File: config.mk
export PLATFORM = sky130hd
export DESIGN_NAME = pipe_stage_chain
export DESIGN_NICKNAME = d
export VERILOG_FILES = /design/src/rtl/pipe_stage_chain_pkg.sv /design/src/rtl/pipe_stage_chain_pipe_reg.sv /design/src/rtl/pipe_stage_chain.sv
export SDC_FILE = /design/constraint.sdc
export NUM_CORES = 1
export LEC_CHECK = 0
export CORE_UTILIZATION = 37
export DETAILED_ROUTE_END_ITERATION = 10
export PLACE_DENSITY = 0.78
export SYNTH_ARGS = -nofsm -noshare
export SYNTH_HDL_FRONTEND = slang
export SYNTH_SLANG_ARGS = --single-unit
File: constraint.sdc
create_clock -name clk -period 7.66 [get_ports clk]
set_clock_uncertainty 0.2 [all_clocks]
set_input_delay 0.766 -clock clk [delete_from_list [all_inputs] [get_ports clk]]
set_output_delay 0.766 -clock clk [all_outputs]
set_load 0.01 [all_outputs]
File: src/rtl/pipe_stage_chain_pkg.sv
// Shared types for pipe_stage_chain: halt/drain FSM state encodings.
package pipe_stage_chain_pkg;

  typedef enum logic [1:0] {
    PIPE_RUN     = 2'd0,
    PIPE_DRAIN   = 2'd1,
    PIPE_HALTED  = 2'd2
  } pipe_state_t;

endpackage

File: src/rtl/pipe_stage_chain_pipe_reg.sv
// One pipeline latch: payload plus valid bit with load/hold/flush control.
module pipe_reg #(
  parameter int DATA_W = 32
) (
  input  logic              clk,
  input  logic              reset,
  input  logic              load,
  input  logic              hold,
  input  logic              flush,
  input  logic              d_valid,
  input  logic [DATA_W-1:0] d_data,
  output logic              q_valid,
  output logic [DATA_W-1:0] q_data,
  output logic              valid_next
);

  // Flush beats hold beats load; a stage that is not loaded becomes a bubble.
  always_comb begin
    valid_next = 1'b0;
    if (flush)     valid_next = 1'b0;
    else if (hold) valid_next = q_valid;
    else if (load) valid_next = d_valid;
  end

  always_ff @(posedge clk or posedge reset) begin
    if (reset) begin
      q_valid <= 1'b0;
      q_data  <= '0;
    end else begin
      q_valid <= valid_next;
      if (!flush && !hold && load) q_data <= d_data;
    end
  end

endmodule

File: src/rtl/pipe_stage_chain.sv
// Chain of STAGES valid-tagged pipeline registers with stall/flush, bubbles and halt-drain.
// Optional perf counters built only when PIPE_PERF_CNT_EN is defined.
module pipe_stage_chain
  import pipe_stage_chain_pkg::*;
#(
  parameter int STAGES = 4,
  parameter int DATA_W = 32,
  parameter int CNT_W  = 32,
  localparam int OCC_W = $clog2(STAGES + 1)
) (
  input  logic                     clk,
  input  logic                     reset,
  input  logic                     i_valid,
  input  logic [DATA_W-1:0]        i_data,
  output logic                     o_ready,
  input  logic [STAGES-1:0]        i_stall,
  input  logic [STAGES-1:0]        i_flush,
  input  logic                     i_out_ready,
  output logic                     o_valid,
  output logic [DATA_W-1:0]        o_data,
  output logic [STAGES-1:0]        o_stage_valid,
  output logic [STAGES*DATA_W-1:0] o_stage_data,
  input  logic                     i_halt,
  input  logic                     i_resume,
  output logic                     o_halted,
  output logic [OCC_W-1:0]         o_occupancy,
  output logic [CNT_W-1:0]         o_stall_cycles,
  output logic [CNT_W-1:0]         o_bubble_cycles
);

  pipe_state_t         state_reg;
  logic [STAGES-1:0]   hold;
  logic [STAGES-1:0]   stage_valid;
  logic [STAGES-1:0]   valid_next;
  logic [DATA_W-1:0]   stage_data [STAGES];
  logic [OCC_W-1:0]    occ_next;

  assign o_ready = (state_reg == PIPE_RUN) && !hold[0];

  for (genvar gi = 0; gi < STAGES; gi++) begin : g_stage
    logic              d_valid;
    logic [DATA_W-1:0] d_data;
    logic              load;

    // Hold ripples upstream from the output so bubbles never collapse.
    if (gi == STAGES - 1) begin : g_last
      assign hold[gi] = i_stall[gi] | (stage_valid[gi] & ~i_out_ready);
    end else begin : g_mid
      assign hold[gi] = i_stall[gi] | hold[gi+1];
    end

    if (gi == 0) begin : g_first
      assign d_valid = i_valid;
      assign d_data  = i_data;
      assign load    = o_ready;
    end else begin : g_rest
      assign d_valid = stage_valid[gi-1];
      assign d_data  = stage_data[gi-1];
      assign load    = ~hold[gi-1];
    end

    pipe_reg #(.DATA_W(DATA_W)) u_reg (
      .clk        (clk),
      .reset      (reset),
      .load       (load),
      .hold       (hold[gi]),
      .flush      (i_flush[gi]),
      .d_valid    (d_valid),
      .d_data     (d_data),
      .q_valid    (stage_valid[gi]),
      .q_data     (stage_data[gi]),
      .valid_next (valid_next[gi])
    );

    assign o_stage_data[gi*DATA_W +: DATA_W] = stage_data[gi];
  end

  assign o_stage_valid = stage_valid;
  assign o_valid       = stage_valid[STAGES-1];
  assign o_data        = stage_data[STAGES-1];

  always_comb begin
    occ_next = '0;
    for (int k = 0; k < STAGES; k++) occ_next = occ_next + OCC_W'(valid_next[k]);
  end

  always_ff @(posedge clk or posedge reset) begin
    if (reset) begin
      state_reg   <= PIPE_RUN;
      o_halted    <= 1'b0;
      o_occupancy <= '0;
    end else begin
      o_occupancy <= occ_next;
      case (state_reg)
        PIPE_RUN: begin
          if (i_halt) state_reg <= PIPE_DRAIN;
        end
        PIPE_DRAIN: begin
          if (valid_next == '0) begin
            state_reg <= PIPE_HALTED;
            o_halted  <= 1'b1;
          end
        end
        PIPE_HALTED: begin
          if (i_resume) begin
            state_reg <= PIPE_RUN;
            o_halted  <= 1'b0;
          end
        end
        default: begin
          state_reg <= PIPE_RUN;
          o_halted  <= 1'b0;
        end
      endcase
    end
  end

`ifdef PIPE_PERF_CNT_EN
  logic [STAGES-1:0] bubble_vec;
  logic [CNT_W-1:0]  stall_cnt_reg;
  logic [CNT_W-1:0]  bubble_cnt_reg;

  // A bubble enters stage k when it advances while its predecessor is held.
  assign bubble_vec[0] = 1'b0;
  for (genvar gi = 1; gi < STAGES; gi++) begin : g_bubble
    assign bubble_vec[gi] = ~hold[gi] & hold[gi-1];
  end

  always_ff @(posedge clk or posedge reset) begin
    if (reset) begin
      stall_cnt_reg  <= '0;
      bubble_cnt_reg <= '0;
    end else begin
      if (hold[0] && state_reg == PIPE_RUN && stall_cnt_reg != '1)
        stall_cnt_reg <= stall_cnt_reg + 1'b1;
      if (|bubble_vec && bubble_cnt_reg != '1)
        bubble_cnt_reg <= bubble_cnt_reg + 1'b1;
    end
  end

  assign o_stall_cycles  = stall_cnt_reg;
  assign o_bubble_cycles = bubble_cnt_reg;
`else
  assign o_stall_cycles  = '0;
  assign o_bubble_cycles = '0;
`endif

endmodule

Figure 1. Wire density map.
Bar = 50 µm. The die is cut into 26 by 26 equal tiles; dark blue is low, red is high, scaled to the fullest tile. Values are wire area over tile area, all layers added.
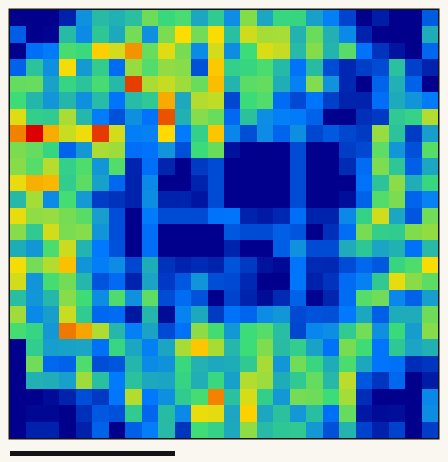
The fullest tile reaches 0.38. 24% of the tiles are over half the peak. The emptiest ninth of the die: middle.

Figure 2. Cell classes on the final placement.
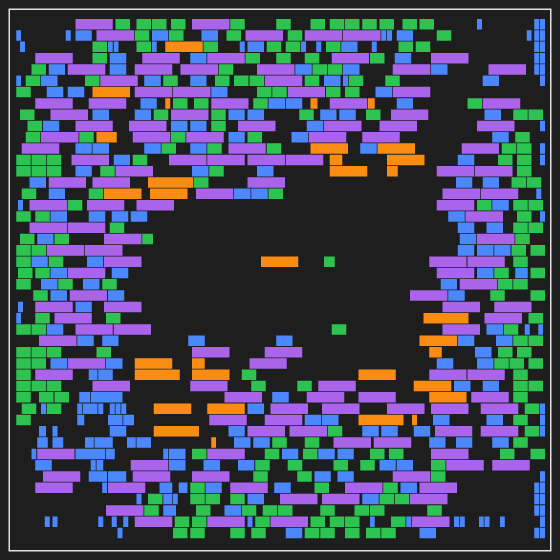
Key: remaining buffers and delay cells = green [cells 217, share of their area 26%]; registers = purple [cells 138, share of their area 42%]; remaining logic cells = blue [cells 235, share of their area 24%]; clock drivers and dummy loads = orange [cells 32, share of their area 7.8%]

Figure 3. Routing congestion map.
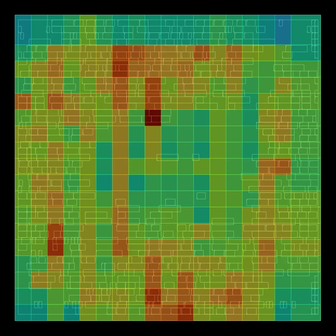
met3 usage: 0.0492
met1 Use GR: 0.183
Routed wire per std cell: 15.9 µm
global-route usage over all layers: 0.160
GR Layer Usage met2: 0.282

==> results_dict.tcl <==
# implementation run metrics
set metrics [dict create \
    postRouteAntennaNets 0 \
    rows 46 \
    hold_end "g_stage[0].u_reg.q_data[28]" \
    grt_max_degree 71 \
    hold_ws_ns 0.323 \
    holdPathStages 1 \
    ys_sh_adder 0.00951 \
    ff_latch_area_um2 3450 \
    synthFlopType "dfrtp_1" \
    finalClockPeriodUsage 0.430 \
    die_h_um 130 \
    num_tap_cells 216 \
    status "completed" \
    fp_util 0.380 \
    synthCells 422 \
    topCellsByArea "dfrtp_1 (57%), mux2_2 (23%), buf_4 (13%)" \
    overflow 0 \
    pin_count 280 \
    drt_iter0_markers 84 \
    switching_share 0.279 \
    synth.cellmix.simpleShare 0.0269 \
    final_util 0.536 \
    power_leader "registers" \
    dr.pass1.iters 2 \
    end_kind "output port" \
    vias 3690 \
    final_design_area_no_fill_um2 8550 \
    cts-root-buf "clkbuf_16" \
    dp_cells 806 \
    ys_area_um2 6050 \
    clk-power_uw 895 \
    hpwl_um 9300 \
    cp_max_fo 4 \
    rsz0062_at_grt "no" \
    drive_gt1_frac 0.267 \
    top_logic_kind "multiplexers" \
    edf_count 0 \
    drt-total-wl_um 13300 \
    vdd_ir_drop_max_v 0.000168 \
    worst-r2r-setup-slack_ns 4.96 \
    final.clkbuf_count 21 \
    wl_met1_um 5290 \
    final.signal_inverter_count 6 \
    h-tree-depth 4 \
    flop-count 138 \
    ys_sh_mux 0.243 \
    hold_viol_final 0 \
    power_frac_clock 0.300 \
    nFillCells 1362 \
    tightest_slew_ns 1.13 \
    seq_power_share 0.380 \
    cp-startpoint "i_stall[2]" \
    highest_layer "met4" \
    placed_area_um2 7910 \
    synthToLayoutAreaGrowth_pct 41.2 \
    cts_num_sinks 138 \
    aoi_share 0.00620 \
    netlist_top_cells_count "dfrtp_1 (138), mux2_2 (124), buf_4 (106)" \
    path_depth 5 \
    clockNetworkAreaShare 0.0754 \
    cts_buffers 17 \
    diodes 0 \
    comb_power_share 0.319 \
    core_um2 15900 \
    async_flop_share 1.00 \
    tns_ns 0 \
    p_sw_uw 830 \
    drv_cap 0 \
    xor_share 0 \
    synth_seq_share 0.570 \
    power_density_nw_per_um2 348 \
    final_cells 838 \
    largest_reg_flops 128 \
    sh_comb_area 0.232 \
    syn_area_um2 6050 \
    largest_class "sequential cells" \
    cp_slowest_cell "clkdlybuf4s50_1" \
    warning_count 27 \
    layout_top_cell "clkdlybuf4s50_1" \
    setup_ws_ns 4.36 \
    total_power_uw 2980 \
    dp_slack_ns 4.01 \
    seq_area_frac 0.404 \
    top_area_cell "dfrtp_1" \
    critPathRequiredTime_ns 6.69 \
    grt_busiest_layer "met2" \
    worstHoldStart "g_stage[0].u_reg.q_data[28]" \
    top_register "g_stage.u_reg.q_data" \
    final_cell_mix "clkdlybuf4s50_1 (215), dfrtp_1 (138), mux2_2 (124), conb_1 (64), clkbuf_16 (17)" \
    portBuffers 215 \
    top_regs "g_stage.u_reg.q_data (128), g_stage.u_reg.q_valid (4), o_occupancy (3)" \
    p_int_uw 2150 \
    cpMostUsedCell "clkdlybuf4s50_1" \
    grt_pass1_wl_um 20300 \
    clk_latency_ns 0.41 \
]
Figure 4. Local utilization.
Bar = 50 µm. The die is cut into 13 by 13 equal tiles; dark blue is low, red is high, 0 to 100% covered.
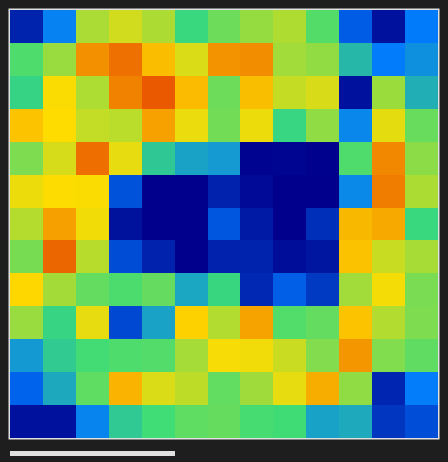
6.5% of the tiles are nearly empty. The fullest tile reaches 90%. The emptiest ninth of the die: middle. 15% of the tiles are over 75% full. The mean over all tiles is 49%.

Figure 5. Cells by drive strength.
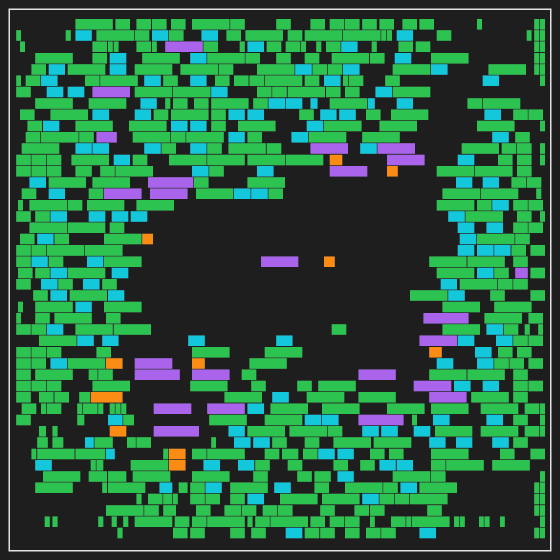
Key: x6 and larger = purple [cells 24]; x2 = cyan [cells 131]; x1 and smaller = green [cells 456]; x3 and x4 = orange [cells 11]

